## src/rtl/multicycle_control_fsm.sv

```systemverilog
// Multicycle processor control FSM: fetch/decode/execute/memory/writeback sequencing
// with a bounded memory wait timeout. Define ILLEGAL_OPCODE_TRAP_EN to trap unlisted opcodes.
module multicycle_control_fsm #(
  parameter int OPCODE_W    = 6,
  parameter int ALUOP_W     = 4,
  parameter int MEM_TIMEOUT = 15
) (
  input  logic                clock,
  input  logic                reset,
  input  logic [OPCODE_W-1:0] opcode,
  input  logic                memReady,
  output logic                memRead,
  output logic                memWrite,
  output logic                IorD,
  output logic                IRWrite,
  output logic                pcWrite,
  output logic                branch,
  output logic [2:0]          branchType,
  output logic [1:0]          pcSrc,
  output logic [ALUOP_W-1:0]  ALUOp,
  output logic                ALUSrcAControl,
  output logic [1:0]          ALUSrcBControl,
  output logic                regDst,
  output logic                regWrite,
  output logic                memToReg,
  output logic                jmp,
  output logic                link,
  output logic                busError,
  output logic                illegalOp,
  output logic [3:0]          state
);
  localparam int CW = $clog2(MEM_TIMEOUT + 1);

  localparam logic [OPCODE_W-1:0] OP_R    = OPCODE_W'(6'b000000);
  localparam logic [OPCODE_W-1:0] OP_ADDI = OPCODE_W'(6'b001000);
  localparam logic [OPCODE_W-1:0] OP_ANDI = OPCODE_W'(6'b001100);
  localparam logic [OPCODE_W-1:0] OP_ORI  = OPCODE_W'(6'b001101);
  localparam logic [OPCODE_W-1:0] OP_LW   = OPCODE_W'(6'b100011);
  localparam logic [OPCODE_W-1:0] OP_SW   = OPCODE_W'(6'b101011);
  localparam logic [OPCODE_W-1:0] OP_BEQ  = OPCODE_W'(6'b000100);
  localparam logic [OPCODE_W-1:0] OP_BNE  = OPCODE_W'(6'b000101);
  localparam logic [OPCODE_W-1:0] OP_BGT  = OPCODE_W'(6'b001110);
  localparam logic [OPCODE_W-1:0] OP_BGE  = OPCODE_W'(6'b010001);
  localparam logic [OPCODE_W-1:0] OP_BLT  = OPCODE_W'(6'b010010);
  localparam logic [OPCODE_W-1:0] OP_BLE  = OPCODE_W'(6'b010011);
  localparam logic [OPCODE_W-1:0] OP_J    = OPCODE_W'(6'b000010);
  localparam logic [OPCODE_W-1:0] OP_JAL  = OPCODE_W'(6'b000011);

  localparam logic [ALUOP_W-1:0] ALU_ADD   = '0;
  localparam logic [ALUOP_W-1:0] ALU_SUB   = ALUOP_W'(1);
  localparam logic [ALUOP_W-1:0] ALU_AND   = ALUOP_W'(2);
  localparam logic [ALUOP_W-1:0] ALU_OR    = ALUOP_W'(3);
  localparam logic [ALUOP_W-1:0] ALU_FUNCT = '1;

  typedef enum logic [3:0] {
    S_IDLE = 4'd0, S_FETCH = 4'd1, S_DECODE = 4'd2, S_EXEC_R = 4'd3,
    S_EXEC_I = 4'd4, S_ALU_WB = 4'd5, S_MEM_ADDR = 4'd6, S_MEM_READ = 4'd7,
    S_MEM_WB = 4'd8, S_MEM_WRITE = 4'd9, S_BRANCH = 4'd10, S_JUMP = 4'd11
`ifdef ILLEGAL_OPCODE_TRAP_EN
    , S_TRAP = 4'd12
`endif
  } state_t;

  state_t              st;
  logic [OPCODE_W-1:0] op_q;
  logic [CW-1:0]       wait_cnt;
  logic                mem_st, timeout, r_type;

  assign state   = st;
  assign r_type  = (op_q == OP_R);
  assign mem_st  = (st == S_FETCH) || (st == S_MEM_READ) || (st == S_MEM_WRITE);
  // memReady wins over the timeout when both land in the same cycle
  assign timeout = mem_st && !memReady && (wait_cnt == CW'(MEM_TIMEOUT));

  always_ff @(posedge clock or posedge reset) begin
    if (reset) begin
      st       <= S_IDLE;
      op_q     <= '0;
      wait_cnt <= '0;
    end else if (timeout) begin
      st       <= S_FETCH;
      wait_cnt <= '0;
    end else begin
      wait_cnt <= (mem_st && !memReady) ? wait_cnt + CW'(1) : '0;
      case (st)
        S_IDLE:      st <= S_FETCH;
        S_FETCH:     if (memReady) st <= S_DECODE;
        S_DECODE: begin
          op_q <= opcode;
          case (opcode)
            OP_R:                                     st <= S_EXEC_R;
            OP_ADDI, OP_ANDI, OP_ORI:                 st <= S_EXEC_I;
            OP_LW, OP_SW:                             st <= S_MEM_ADDR;
            OP_BEQ, OP_BNE, OP_BGT, OP_BGE, OP_BLT, OP_BLE: st <= S_BRANCH;
            OP_J, OP_JAL:                             st <= S_JUMP;
`ifdef ILLEGAL_OPCODE_TRAP_EN
            default:                                  st <= S_TRAP;
`else
            default:                                  st <= S_FETCH;
`endif
          endcase
        end
        S_EXEC_R, S_EXEC_I: st <= S_ALU_WB;
        S_MEM_ADDR:  st <= (op_q == OP_LW) ? S_MEM_READ : S_MEM_WRITE;
        S_MEM_READ:  if (memReady) st <= S_MEM_WB;
        S_MEM_WRITE: if (memReady) st <= S_FETCH;
        default:     st <= S_FETCH;
      endcase
    end
  end

  always_comb begin
    memRead = 1'b0; memWrite = 1'b0; IorD = 1'b0; IRWrite = 1'b0; pcWrite = 1'b0;
    branch = 1'b0; branchType = 3'b000; pcSrc = 2'b00; ALUOp = ALU_ADD;
    ALUSrcAControl = 1'b0; ALUSrcBControl = 2'b00; regDst = 1'b0; regWrite = 1'b0;
    memToReg = 1'b0; jmp = 1'b0; link = 1'b0; illegalOp = 1'b0;
    busError = timeout;
    case (st)
      S_FETCH: begin
        memRead        = !timeout;
        ALUSrcBControl = 2'b01;
        IRWrite        = memReady;
        pcWrite        = memReady;
      end
      S_DECODE: ALUSrcBControl = 2'b11;
      // ALU controls stay up through writeback so ALU_WB reflects the op
      S_EXEC_R, S_EXEC_I, S_ALU_WB: begin
        ALUSrcAControl = 1'b1;
        if (r_type) begin
          ALUSrcBControl = 2'b00;
          ALUOp          = ALU_FUNCT;
        end else begin
          ALUSrcBControl = 2'b10;
          ALUOp = (op_q == OP_ANDI) ? ALU_AND : (op_q == OP_ORI) ? ALU_OR : ALU_ADD;
        end
        if (st == S_ALU_WB) begin
          regWrite = 1'b1;
          regDst   = r_type;
        end
      end
      S_MEM_ADDR: begin
        ALUSrcAControl = 1'b1;
        ALUSrcBControl = 2'b10;
      end
      S_MEM_READ: begin
        memRead = !timeout;
        IorD    = 1'b1;
      end
      S_MEM_WB: begin
        regWrite = 1'b1;
        memToReg = 1'b1;
      end
      S_MEM_WRITE: begin
        memWrite = !timeout;
        IorD     = 1'b1;
      end
      S_BRANCH: begin
        ALUSrcAControl = 1'b1;
        ALUOp          = ALU_SUB;
        branch         = 1'b1;
        pcSrc          = 2'b01;
        case (op_q)
          OP_BNE:  branchType = 3'b001;
          OP_BGT:  branchType = 3'b010;
          OP_BGE:  branchType = 3'b011;
          OP_BLT:  branchType = 3'b100;
          OP_BLE:  branchType = 3'b101;
          default: branchType = 3'b000;
        endcase
      end
      S_JUMP: begin
        jmp      = 1'b1;
        pcWrite  = 1'b1;
        pcSrc    = 2'b10;
        link     = (op_q == OP_JAL);
        regWrite = (op_q == OP_JAL);
      end
`ifdef ILLEGAL_OPCODE_TRAP_EN
      S_TRAP: begin
        illegalOp = 1'b1;
        pcWrite   = 1'b1;
        pcSrc     = 2'b11;
      end
`endif
      default: ;
    endcase
  end
endmodule

```

## config.mk

```make
export PLATFORM = sky130hd
export DESIGN_NAME = multicycle_control_fsm
export DESIGN_NICKNAME = d
export VERILOG_FILES = /design/src/rtl/multicycle_control_fsm.sv
export SDC_FILE = /design/constraint.sdc
export NUM_CORES = 1
export LEC_CHECK = 0
export CORE_UTILIZATION = 42
export CTS_CLUSTER_DIAMETER = 60
export DETAILED_ROUTE_END_ITERATION = 10
export MAX_ROUTING_LAYER = met4
export PLACE_DENSITY = 0.76
export SYNTH_ARGS = -nofsm -noshare
export SYNTH_HDL_FRONTEND = slang
export SYNTH_SLANG_ARGS = --single-unit
export TNS_END_PERCENT = 10
```

## constraint.sdc

```tcl
create_clock -name clock -period 1.45 [get_ports clock]
set_clock_uncertainty 0.05 [all_clocks]
set_input_delay 0.29 -clock clock [delete_from_list [all_inputs] [get_ports clock]]
set_output_delay 0.29 -clock clock [all_outputs]
set_load 0.02 [all_outputs]
```

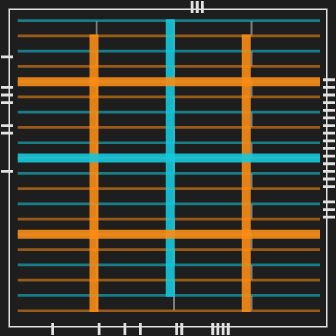
**Above:** PDN straps and rails.
Pins as bars on the die edge. Tap cells in grey.
legend:
  cyan:
    net: VDD
  orange:
    net: VSS
met4 straps: 3
tap cells: 31
met1 rails: 20
signal pins: 38
met5 straps: 3
Core Region: 2780 sq um
overall die width: 56.3 microns

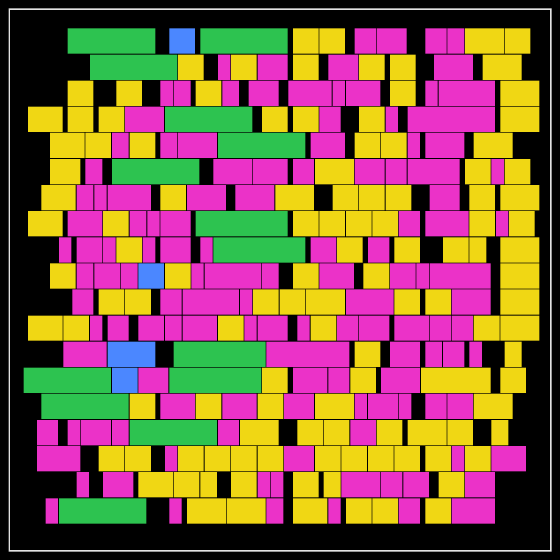
**Above:** placement by cell class.
legend:
  magenta:
    class: combinational and other logic
    cells: 128
    share_of_their_area: 42%
  green:
    class: flops
    cells: 14
    share_of_their_area: 15%
  yellow:
    class: other buffers and delay cells
    cells: 116
    share_of_their_area: 41%
  blue:
    class: clock drivers and dummy loads
    cells: 4
    share_of_their_area: 1.6%
site row count: 19
Final Util: 85.2%

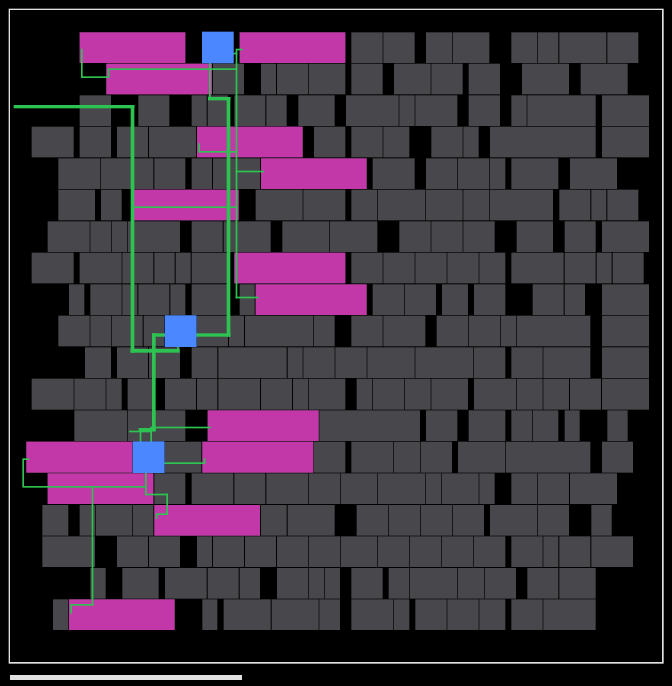
**Above:** routed clock nets over the placement.
Scale bar: 20 microns.
legend:
  blue:
    item: clock drivers
    count: 3
  magenta:
    item: flip-flops
    count: 14
  green:
    item: clock wires
    length: 186 microns
routed clock nets: 4
power drawn by the clock network: 0.283 mW
clock power share: 6.6%
insertion delay to the later sink of the worst-skew pair: 0.29 ns

==> flow_summary.ini <==
; physical design summary
[worst_setup_path]
timing.setup.critical_path_class = reg -> out
worst-r2r-cell-count = 5
cpPeakStageDelay_ns = 0.42
type_of_element_capturing_the_critical_path = primary output
worst-path-buf-inv = 2
timing.critical_path.cells = buf_4 -> nor3_1 -> a21oi_1 -> nor4bb_4 -> buf_4
critPathRequiredTime_ns = 1.11
worstSetupPathDepth = 5

[finish]
final_common_cell = sky130_fd_sc_hd__buf_4
post_route_cells_drive_above_1_share_pct = 60.7
diodes = 0
filler_free_cell_count_of_the_finished_design = 293

[sta]
highest_clock_rate_ghz = 0.496
final_setup_tns_ns = -13.21
setup-violations-final = 40
final.setup.worst_slack_ns = -0.566
hold_viol = 0

[die]
design.die.area_sq_um = 3170
floorplanUtilization_pct = 44.5

[run_status]
violations = negative setup slack
outcome = finished, violations left

[placement]
place_congestion = 0.922
portBuffers = 36

[drt]
first_pass_iters = 6
route.final.wire_length_mm = 4.46
wire_length_the_detailed_router_placed_on_met1_mm = 1.90

[cts]
clockBufferDepth = 2
tritoncts = done
clkSlewWorstSetupHoldPaths_ns = 0.08
htree_num_levels = 1

[synthesis]
synth_async_reset_ratio_pct = 100
synth.largest_area_cell = sky130_fd_sc_hd__dfrtp_1
synth.comb.largest_family = simple AND/OR/NAND/NOR gates
synth_cell_types = 51
number_of_enable_flip_flop_cells = 0
synthAdderAreaFrac_pct = 2.02
postSynthAreaPerCell_sq_um = 7.93
synth_flop_count = 14
post_synth_xor_area_fraction_pct = 2.12
yosys-top-cells-count = sky130_fd_sc_hd__nor2_1, sky130_fd_sc_hd__dfrtp_1, sky130_fd_sc_hd__nand2_1

[global_route]
grt_pass1_wl_mm = 7.16
maximum_number_of_pins_on_one_net_before_global_route_repair = 15
first_global_vias = 1589

[power]
power.density_cell_area_nw_per_um2 = 1790
power.static_leakage_nw = 1.12
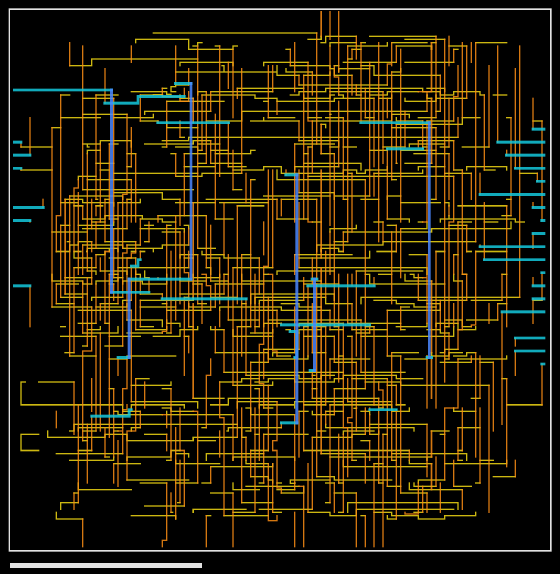
**Above:** routed metal, one colour a layer.
Scale bar: 20 microns.
legend:
  cyan:
    layer: metal 3
    wire_length: 149 microns
  blue:
    layer: metal 4
    wire_length: 110 microns
  orange:
    layer: metal 2
    wire_length: 2300 microns
  yellow:
    layer: metal 1
    wire_length: 1900 microns
routed vias: 1648
DR WL/cell: 15.2 microns
GRT Resource Usage Total: 29.0%

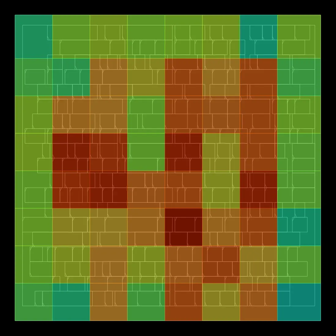
**Above:** congestion heat map.
met1 routing resource usage after global routing: 34.0%
met3 capacity usage during global routing: 2.53%
GR Util met2: 50.9%

[tightest hold or removal path, cell delays in order]
cell                              delay, ns
sky130_fd_sc_hd__clkdlybuf4s50_1       0.40
sky130_fd_sc_hd__inv_1                 0.05
sky130_fd_sc_hd__buf_4                 0.21
[path summary, 6_finish.rpt]
| kind | from | to |
|---|---|---|
| max reg2reg | state[0] | op_q[1] |
| min reg2reg | wait_cnt[0] | wait_cnt[0] |
| min | reset | state[1] |
| max | op_q[1] | branchType[0] |
| max in group asynchronous | reset | state[3] |
| min in group clock | wait_cnt[0] | wait_cnt[0] |
[flip-flops by register name, summed over array words and instances (netlist names)]
| name | flops |
|---|---|
| wait_cnt | 4 |
| state | 4 |
| op_q | 6 |
[power breakdown]
part	leakage [nW]	internal [mW]	switching (mW)	total [mW]
Sequential	0.172	0.546	0.207	0.753
Clock	0.0210	0.153	0.130	0.283
Combinational	0.928	1.72	1.50	3.22
[final cells by class]
class	count	area (sq um)
Multi-Input combinational cell	120	947
Inverter	8	32.5
Sequential cell	14	355
Fill cell	147	410
Tap cell	31	38.8
Timing Repair Buffer	116	961
Clock buffer	4	36.3
[stage by stage]
stage | setup slack, ns | cell area (sq um)
2_1_floorplan | -0.240 | 1360
4_1_cts | -0.491 | 2310
3_3_place_gp | -0.834 | 2160
5_1_grt | -0.617 | 2370
3_5_place_dp | -0.844 | 2160
6_report | -0.566 | 2370
[repair_timing]
action | in CTS | in global routing
hold buffers | 0 | 0
endpoints found under the hold margin | 0 | 0
pin swaps | 5 | 7
gates resized | 165 | 15
setup buffers | 11 | 3
setup endpoints to repair | 37 | 39
No activity file was given, so power comes from the tool's default toggle rates.
